### config.mk
export PLATFORM = sky130hd
export DESIGN_NAME = packet_injector
export DESIGN_NICKNAME = d
export VERILOG_FILES = /design/src/rtl/packet_injector.sv
export SDC_FILE = /design/constraint.sdc
export NUM_CORES = 1
export LEC_CHECK = 0
export CAP_MARGIN = 5
export CELL_PAD_IN_SITES_DETAIL_PLACEMENT = 1
export CELL_PAD_IN_SITES_GLOBAL_PLACEMENT = 2
export CORE_UTILIZATION = 44
export DETAILED_ROUTE_END_ITERATION = 8
export PLACE_DENSITY = 0.86
export SETUP_SLACK_MARGIN = 0.02
export SLEW_MARGIN = 25
export SYNTH_ARGS = -nofsm -noshare
export SYNTH_HDL_FRONTEND = slang
export SYNTH_SLANG_ARGS = --single-unit
### constraint.sdc
create_clock -name clk -period 4 [get_ports clk]
set_input_delay 0.8 -clock clk [delete_from_list [all_inputs] [get_ports clk]]
set_output_delay 0.8 -clock clk [all_outputs]
set_load 0.05 [all_outputs]
### src/rtl/packet_injector.sv
// Source-side network interface: converts absolute destinations to signed {dy,dx} headers,
// buffers packets in a FIFO and drives the router local port. Optional: INJECT_DROP_COUNT_EN.
module packet_injector #(
    parameter int address_length   = 16,
    parameter int x_address_length = 8,
    parameter int y_address_length = 8,
    parameter int payload_length   = 16,
    parameter int fifo_depth       = 4
) (
    input  logic                                     clk,
    input  logic                                     rst,
    input  logic [x_address_length-1:0]              local_x,
    input  logic [y_address_length-1:0]              local_y,
    input  logic                                     in_valid,
    output logic                                     in_ready,
    input  logic [x_address_length-1:0]              in_dst_x,
    input  logic [y_address_length-1:0]              in_dst_y,
    input  logic [payload_length-1:0]                in_payload,
    output logic                                     out_valid,
    input  logic                                     out_ack,
    output logic [address_length+payload_length-1:0] out_flit,
    output logic                                     err_range,
    output logic [$clog2(fifo_depth):0]              fifo_count
`ifdef INJECT_DROP_COUNT_EN
    ,
    output logic [15:0]                              drop_count
`endif
);

    localparam int PTR_W  = $clog2(fifo_depth);
    localparam int CNT_W  = PTR_W + 1;
    localparam int FLIT_W = address_length + payload_length;

    typedef enum logic {IDLE, SEND} state_t;

    // A (w+1)-bit difference fits in w signed bits when its top two bits agree.
    function automatic logic fits_x(input logic signed [x_address_length:0] v);
        return v[x_address_length] == v[x_address_length-1];
    endfunction

    function automatic logic fits_y(input logic signed [y_address_length:0] v);
        return v[y_address_length] == v[y_address_length-1];
    endfunction

    function automatic logic [15:0] sat_inc16(input logic [15:0] v);
        return (v == 16'hFFFF) ? v : v + 16'd1;
    endfunction

    state_t                    state, state_next;
    logic [FLIT_W-1:0]         mem [fifo_depth];
    logic [PTR_W-1:0]          wr_ptr, rd_ptr;
    logic [CNT_W-1:0]          count;
    logic                      pop, push, accept, offset_ok;
    logic signed [x_address_length:0] dx_wide;
    logic signed [y_address_length:0] dy_wide;
    logic [FLIT_W-1:0]         entry;

    assign dx_wide   = $signed({1'b0, in_dst_x}) - $signed({1'b0, local_x});
    assign dy_wide   = $signed({1'b0, in_dst_y}) - $signed({1'b0, local_y});
    assign offset_ok = fits_x(dx_wide) && fits_y(dy_wide);
    assign entry     = {dy_wide[y_address_length-1:0], dx_wide[x_address_length-1:0], in_payload};

    assign in_ready   = (count != CNT_W'(fifo_depth));
    assign accept     = in_valid && in_ready;
    assign push       = accept && offset_ok;
    assign out_valid  = (state == SEND);
    assign fifo_count = count;

    always_comb begin
        state_next = state;
        pop        = 1'b0;
        case (state)
            IDLE: begin
                if (count != '0) begin
                    pop        = 1'b1;
                    state_next = SEND;
                end
            end
            SEND: begin
                if (out_ack) begin
                    if (count != '0) pop = 1'b1;
                    else state_next = IDLE;
                end
            end
        endcase
    end

    always_ff @(posedge clk or posedge rst) begin
        if (rst) begin
            state     <= IDLE;
            wr_ptr    <= '0;
            rd_ptr    <= '0;
            count     <= '0;
            err_range <= 1'b0;
            out_flit  <= '0;
        end else begin
            state     <= state_next;
            err_range <= accept && !offset_ok;
            if (push) wr_ptr <= wr_ptr + PTR_W'(1);
            if (pop) begin
                rd_ptr   <= rd_ptr + PTR_W'(1);
                out_flit <= mem[rd_ptr];
            end
            case ({push, pop})
                2'b10:   count <= count + CNT_W'(1);
                2'b01:   count <= count - CNT_W'(1);
                default: count <= count;
            endcase
        end
    end

    // Storage carries data only; occupancy and pointers decide what is live.
    always_ff @(posedge clk) begin
        if (push) mem[wr_ptr] <= entry;
    end

`ifdef INJECT_DROP_COUNT_EN
    always_ff @(posedge clk or posedge rst) begin
        if (rst) drop_count <= '0;
        else if (err_range) drop_count <= sat_inc16(drop_count);
    end
`else
    logic unused_sat;
    assign unused_sat = ^sat_inc16(16'd0);
`endif

endmodule

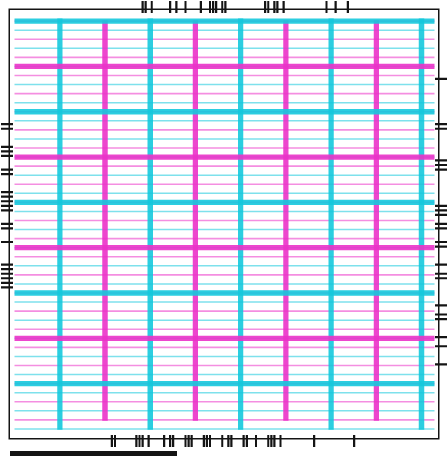
Run 1: floorplan with the power grid
Bar = 50 um. Pins as bars on the die edge.
Key: VDD = magenta; VSS = cyan
9 straps on met4. 90 signal pins sit on the boundary.

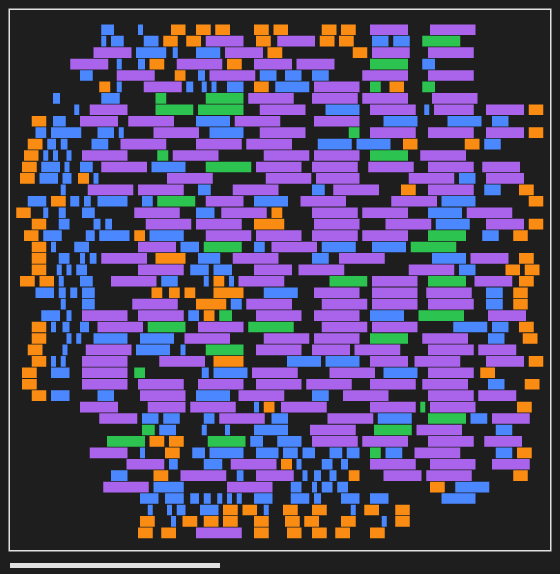
Run 1: placed cells, one color a class
Bar = 50 um.
Key: clock drivers and dummy loads = green [cells 32, share of their area 7.4%]; remaining logic cells = blue [cells 205, share of their area 24%]; registers = purple [cells 169, share of their area 56%]; remaining buffers and delay cells = orange [cells 107, share of their area 12%]

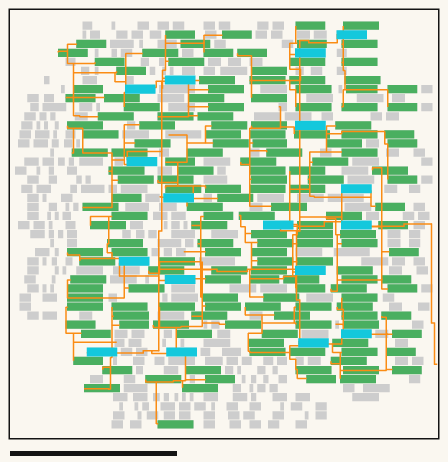
Run 1: clock distribution
Bar = 50 um.
Key: clock wires = orange [length 1,770 um]; flip-flops = green [count 169]; clock-net drivers = cyan [count 17]
There are 18 routed clock nets.
clock share of power: 0.268
clock network power: 1770 uW

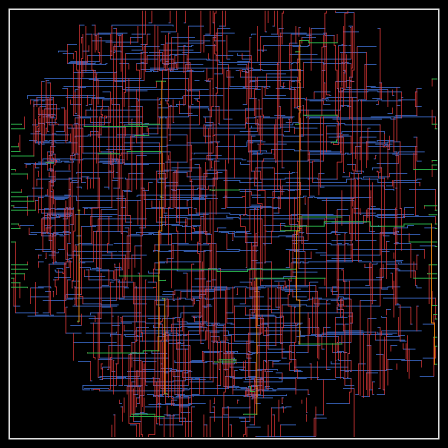
Run 1: signal wires by layer
Key: M3 = green [wire length 425 um]; M1 = blue [wire length 6,100 um]; M2 = red [wire length 7,840 um]; M4 = orange [wire length 321 um]

==> results.yml, run 1 <==
# generated from flow reports
layout:
  syn2layout_area_growth_pct: 28.1
  comb_area_um2: 2020
  nets: 576
  fin_util: 0.585
  buffers: 107
  final_common_cell: "edfxtp_1"
  inverters: 32
  largest_class: "sequential cells"
  insertedDiodeCount: 0
  fill_cells: 1430
  drive_gt1_frac: 0.251
  largest_register: "mem"
  fin_area_um2: 9020
  ff_count: 169
  seq_area_frac: 0.541
  instances_no_fill: 724
  largest_reg_flops: 128
  comb_share: 0.224
  n_clock_buffer: 17
  final-clk-cell-share: 0.0722
power:
  combinationalPowerShare: 0.345
  vdd_drop_max_v: 0.000337
  power_switching_uw: 2240
  top_power_group: "registers"
  switching_share: 0.339
  p_int_uw: 4360
  p_per_area_nw_per_um2: 733
  p_leak_uw: 0.00329
  p_seq_uw: 2560
  pwr-share-seq: 0.387
  total_power_uw: 6610
yosys:
  synth-xor-area-share: 0.0231
  ys_sh_mux: 0.157
  syn_inst: 385
  synth_area_um2: 7040
  synth.top_cell.area_share: 0.546
  synth_nets: 461
  yosysMostFrequentCell: "edfxtp_1"
  synthArstFlopShare: 0.243
  area_leaders: "edfxtp_1, dfrtp_1, mux4_2"
  ys_chip_area_um2: 7040
critical_path:
  crit_required_ns: 4.31
  endpoint_kind: "flip-flop"
  crit_chain: "clkdlybuf4s50_1, inv_1, ha_1, fa_1, nand2b_1, a21oi_1, a2111oi_1, or3_1, a211oi_4, inv_2, ha_1, inv_1, fa_1, xor2_1, nor2_1, xor2_1"
  crit_slowest_cell: "clkdlybuf4s50_1"
  setup.worst_path.start: "in_dst_x[0]"
  ff2ff_path_depth: 11
  rrSetupSlack_ns: 1.83
  path_buffers: 4
  timing.rr.end: "fifo_count[2]"
sta:
  min_period_ns: 3.69
  fin_crit_sh: 0.922
  grt_setup_unrepaired: "false"
  fin_skew_ns: 0.00748
  worst_pin_slew_ns: 0.870
  max_freq_mhz: 271
  fin_tns_setup_ns: 0
global_route:
  grtUsageMet3: 0.0362
  grt.busiest_layer: "met2"
  grt_antenna_before_repair: 0
  grt-ovfl-total: 0
  met2_usage: 0.351
  grt_pass1_vias: 4251
hold_path:
  hold_path_depth: 1
  min-delay-start: "out_flit[1]"
  worstHoldPathType: "reg2reg"
route:
  antenna_left: 0
  routed_via_density: 5.21
  met2_length_um: 7840
  wl_per_cell_um: 20.3
  post-route-drc-count: 0
  top_layer: "met4"
  drt_iter0_markers: 227
  via_count: 3770
place:
  post_dp_cell_area_um2: 8370
  portBuffers: 89
  placedCellCount: 692
  hpwl_um: 9700
clock_tree:
  cts_buffer_depth: 2
  cts_made_buffers: 17
  postCtsSetupRepairBufs: 0
  cts_tree: "yes"
  cts-htree-levels: 4
  clk_pin_slew_ns: 0.06
  clock-sinks: 169
  cts-resized-gates: 0
  holdBufCountCts: 0
  clk_latency_ns: 0.43
floorplan:
  floorplan.core_util: 0.456
  io_pins: 90
status:
  outcome: "finished clean"
run:
  tool_warnings: 29
  cap_violations: 0
--- run 2 (diff from run 1) ---
--- a/config.mk
+++ b/config.mk
@@ -5,7 +5,6 @@
 export SDC_FILE = /design/constraint.sdc
 export NUM_CORES = 1
 export LEC_CHECK = 0
-export CAP_MARGIN = 5
 export CELL_PAD_IN_SITES_DETAIL_PLACEMENT = 1
 export CELL_PAD_IN_SITES_GLOBAL_PLACEMENT = 2
 export CORE_UTILIZATION = 44
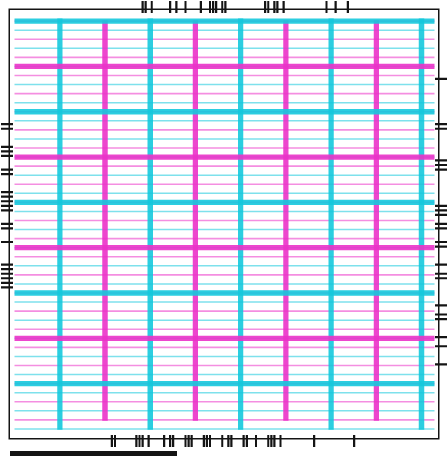
Run 2: floorplan with the power grid
Bar = 50 um. Pins as bars on the die edge.
Key: VDD = magenta; VSS = cyan
9 straps on met5. 46 met1 rails follow the rows. The core has 45 rows. 90 signal pins sit on the boundary.
width of the chip: 128 um
maximum VDD drop: 0.000337 V
die height: 128 um

==> run 2 against run 1 <==
Effect of this change:
- design area is the same
- setup slack unchanged
- non-clock buffer count did not move
- synthesized cell count unchanged
- sequential power about the same
- count of clock-buffer cells in the layout did not move
- utilization stayed put
- sequential cell count unchanged
- sequential share of layout area did not move
- combinational power is essentially flat
- fmax unchanged
- hold slack is the same
==> results.yml, run 2 <==
# generated from flow reports
layout:
  n_clock_buffer: 17
  drive_gt1_frac: 0.251
  comb_share: 0.224
  instances_no_fill: 724
  largest_class: "sequential cells"
  buffers: 107
  nets: 576
  seq_area_frac: 0.541
  fin_util: 0.585
  syn2layout_area_growth_pct: 28.1
  insertedDiodeCount: 0
  fill_cells: 1430
  fin_area_um2: 9020
  largest_reg_flops: 128
  largest_register: "mem"
  final_common_cell: "edfxtp_1"
  final-clk-cell-share: 0.0722
hold_path:
  worstHoldPathType: "reg2reg"
  min-delay-start: "out_flit[1]"
  hold_path_depth: 1
clock_tree:
  cts_tree: "yes"
  clock-sinks: 169
  cts-htree-levels: 4
  holdBufCountCts: 0
  clk_latency_ns: 0.43
  clk_pin_slew_ns: 0.06
  cts_made_buffers: 17
  postCtsSetupRepairBufs: 0
floorplan:
  io_pins: 90
global_route:
  grt.busiest_layer: "met2"
  grt_pass1_vias: 4251
  grt-ovfl-total: 0
  met2_usage: 0.351
  grtUsageMet3: 0.0362
  grt_antenna_before_repair: 0
route:
  wl_per_cell_um: 20.3
  routed_via_density: 5.21
  top_layer: "met4"
  antenna_left: 0
  drt_iter0_markers: 227
  via_count: 3770
  post-route-drc-count: 0
yosys:
  syn_inst: 385
  ys_sh_mux: 0.157
  synth-xor-area-share: 0.0231
  yosysMostFrequentCell: "edfxtp_1"
  ys_chip_area_um2: 7040
  synthArstFlopShare: 0.243
  area_leaders: "edfxtp_1, dfrtp_1, mux4_2"
  synth_nets: 461
critical_path:
  endpoint_kind: "flip-flop"
  crit_required_ns: 4.31
  rrSetupSlack_ns: 1.83
  r2r_start: "fifo_count[1]"
  setup.worst_path.start: "in_dst_x[0]"
  path_buffers: 4
  crit_slowest_cell: "clkdlybuf4s50_1"
  ff2ff_path_depth: 11
  timing.rr.end: "fifo_count[2]"
power:
  clk-power_uw: 1770
  p_leak_uw: 0.00329
  p_per_area_nw_per_um2: 733
  p_int_uw: 4360
  p_seq_uw: 2560
  pwr-share-seq: 0.387
  switching_share: 0.339
  total_power_uw: 6610
  combinationalPowerShare: 0.345
  power_switching_uw: 2240
  top_power_group: "registers"
status:
  outcome: "finished clean"
place:
  portBuffers: 89
  hpwl_um: 9700
  placedCellCount: 692
sta:
  fin_crit_sh: 0.922
  fin_skew_ns: 0.00748
  max_freq_mhz: 271
  worst_pin_slew_ns: 0.870
  grt_setup_unrepaired: "false"
run:
  cap_violations: 0
--- run 3 (diff from run 2) ---
--- a/config.mk
+++ b/config.mk
@@ -5,9 +5,10 @@
 export SDC_FILE = /design/constraint.sdc
 export NUM_CORES = 1
 export LEC_CHECK = 0
+export ABC_AREA = 1
 export CELL_PAD_IN_SITES_DETAIL_PLACEMENT = 1
 export CELL_PAD_IN_SITES_GLOBAL_PLACEMENT = 2
-export CORE_UTILIZATION = 44
+export CORE_UTILIZATION = 39
 export DETAILED_ROUTE_END_ITERATION = 8
 export PLACE_DENSITY = 0.86
 export SETUP_SLACK_MARGIN = 0.02
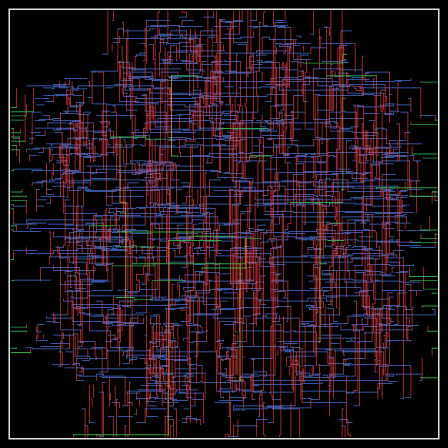
Run 3: signal wires by layer
Key: M3 = green [wire length 499 um]; M4 = orange [wire length 277 um]; M1 = blue [wire length 7,510 um]; M2 = red [wire length 8,990 um]

==> run 3 against run 2 <==
Effect of this change:
- utilization decreased by 8.6 points
- clock skew increased by 0.0014 ns
- sequential share of layout area increased by 0.12 points
- count of clock-buffer cells in the layout increased by 3
- first-iteration DRC count fell by 14%
- non-clock buffer count is 1 lower
- hold slack gained 0.0015 ns
- cell count rose by 35%
- sequential power is 7% lower
- area after synthesis rose by 2.2%
- setup slack better by 0.32 ns
- synthesized cell count rose by 65%
- critical path type unchanged
- critical endpoint unchanged
- highest routed layer unchanged
==> results.yml, run 3 <==
# generated from flow reports
route:
  antenna_left: 0
  wl_per_cell_um: 17.7
  routed_via_density: 5.07
  met2_length_um: 8990
  via_count: 4947
  drt_iter0_markers: 196
  post-route-drc-count: 0
global_route:
  grt-ovfl-total: 0
  grt_pass1_vias: 5213
  grtUsageMet3: 0.0331
  grt.busiest_layer: "met2"
  grt_antenna_before_repair: 0
power:
  p_per_area_nw_per_um2: 726
  pwr-share-seq: 0.365
  combinationalPowerShare: 0.402
  p_int_uw: 3910
  clk-power_uw: 1530
  total_power_uw: 6530
  clockPowerShare: 0.234
  vdd_drop_max_v: 0.000341
  switching_share: 0.401
  power_switching_uw: 2620
critical_path:
  timing.rr.end: "fifo_count[2]"
  rrSetupSlack_ns: 1.92
  crit_chain: "clkdlybuf4s50_1, inv_1, ha_1, fa_1, nand3b_1, nand2_1, nand2_1, nand3_1, nand3_1, nand2_1, inv_2, nand3_4, ha_1, inv_1, fa_1, a21oi_1, o21ai_0, xnor2_1"
  crit_slowest_cell: "clkdlybuf4s50_1"
  path_buffers: 4
  endpoint_kind: "flip-flop"
  setup.worst_path.start: "in_dst_y[0]"
  crit_required_ns: 4.31
  ff2ff_path_depth: 11
clock_tree:
  cts-resized-gates: 0
  clk_pin_slew_ns: 0.06
  clk_latency_ns: 0.43
  holdBufCountCts: 0
layout:
  n_clock_buffer: 20
  ff_count: 169
  comb_share: 0.226
  final_common_cell: "nor2_1"
  fin_area_um2: 8990
  inverters: 52
  largest_class: "sequential cells"
  drive_gt1_frac: 0.0803
  final-clk-cell-share: 0.0611
  comb_area_um2: 2030
  instances_no_fill: 976
  insertedDiodeCount: 0
  largest_reg_flops: 128
  nets: 810
yosys:
  syn_inst: 637
  synth_nets: 713
  ys_sh_mux: 0
  synth_area_um2: 7190
  ys_chip_area_um2: 7190
  synthArstFlopShare: 0.243
run:
  tool_warnings: 29
  cap_violations: 0
floorplan:
  fp.dieH_um: 138
  io_pins: 90
  fp.dieW_um: 138
  floorplan.core_util: 0.399
place:
  hpwl_um: 11200
  post_dp_cell_area_um2: 8440
status:
  outcome: "finished clean"
sta:
  min_period_ns: 3.37
  max_freq_mhz: 297
  worst_pin_slew_ns: 0.823
hold_path:
  worstHoldPathType: "reg2reg"
  hold_path_depth: 1

==> gallery <==
Track usage over the die.
(a)
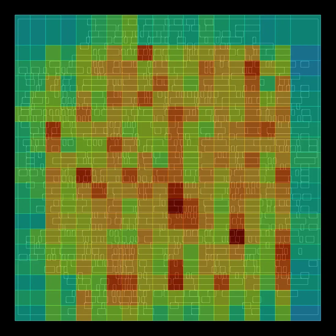
(b)
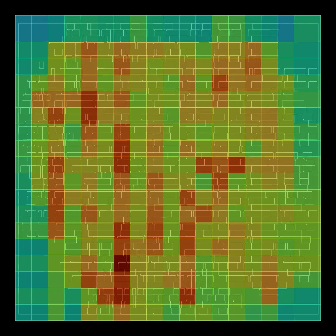
- run 1 = (b)
- run 3 = (a)
Of these, highest utilization: (b)

Power is estimated from default activity; no workload was simulated.
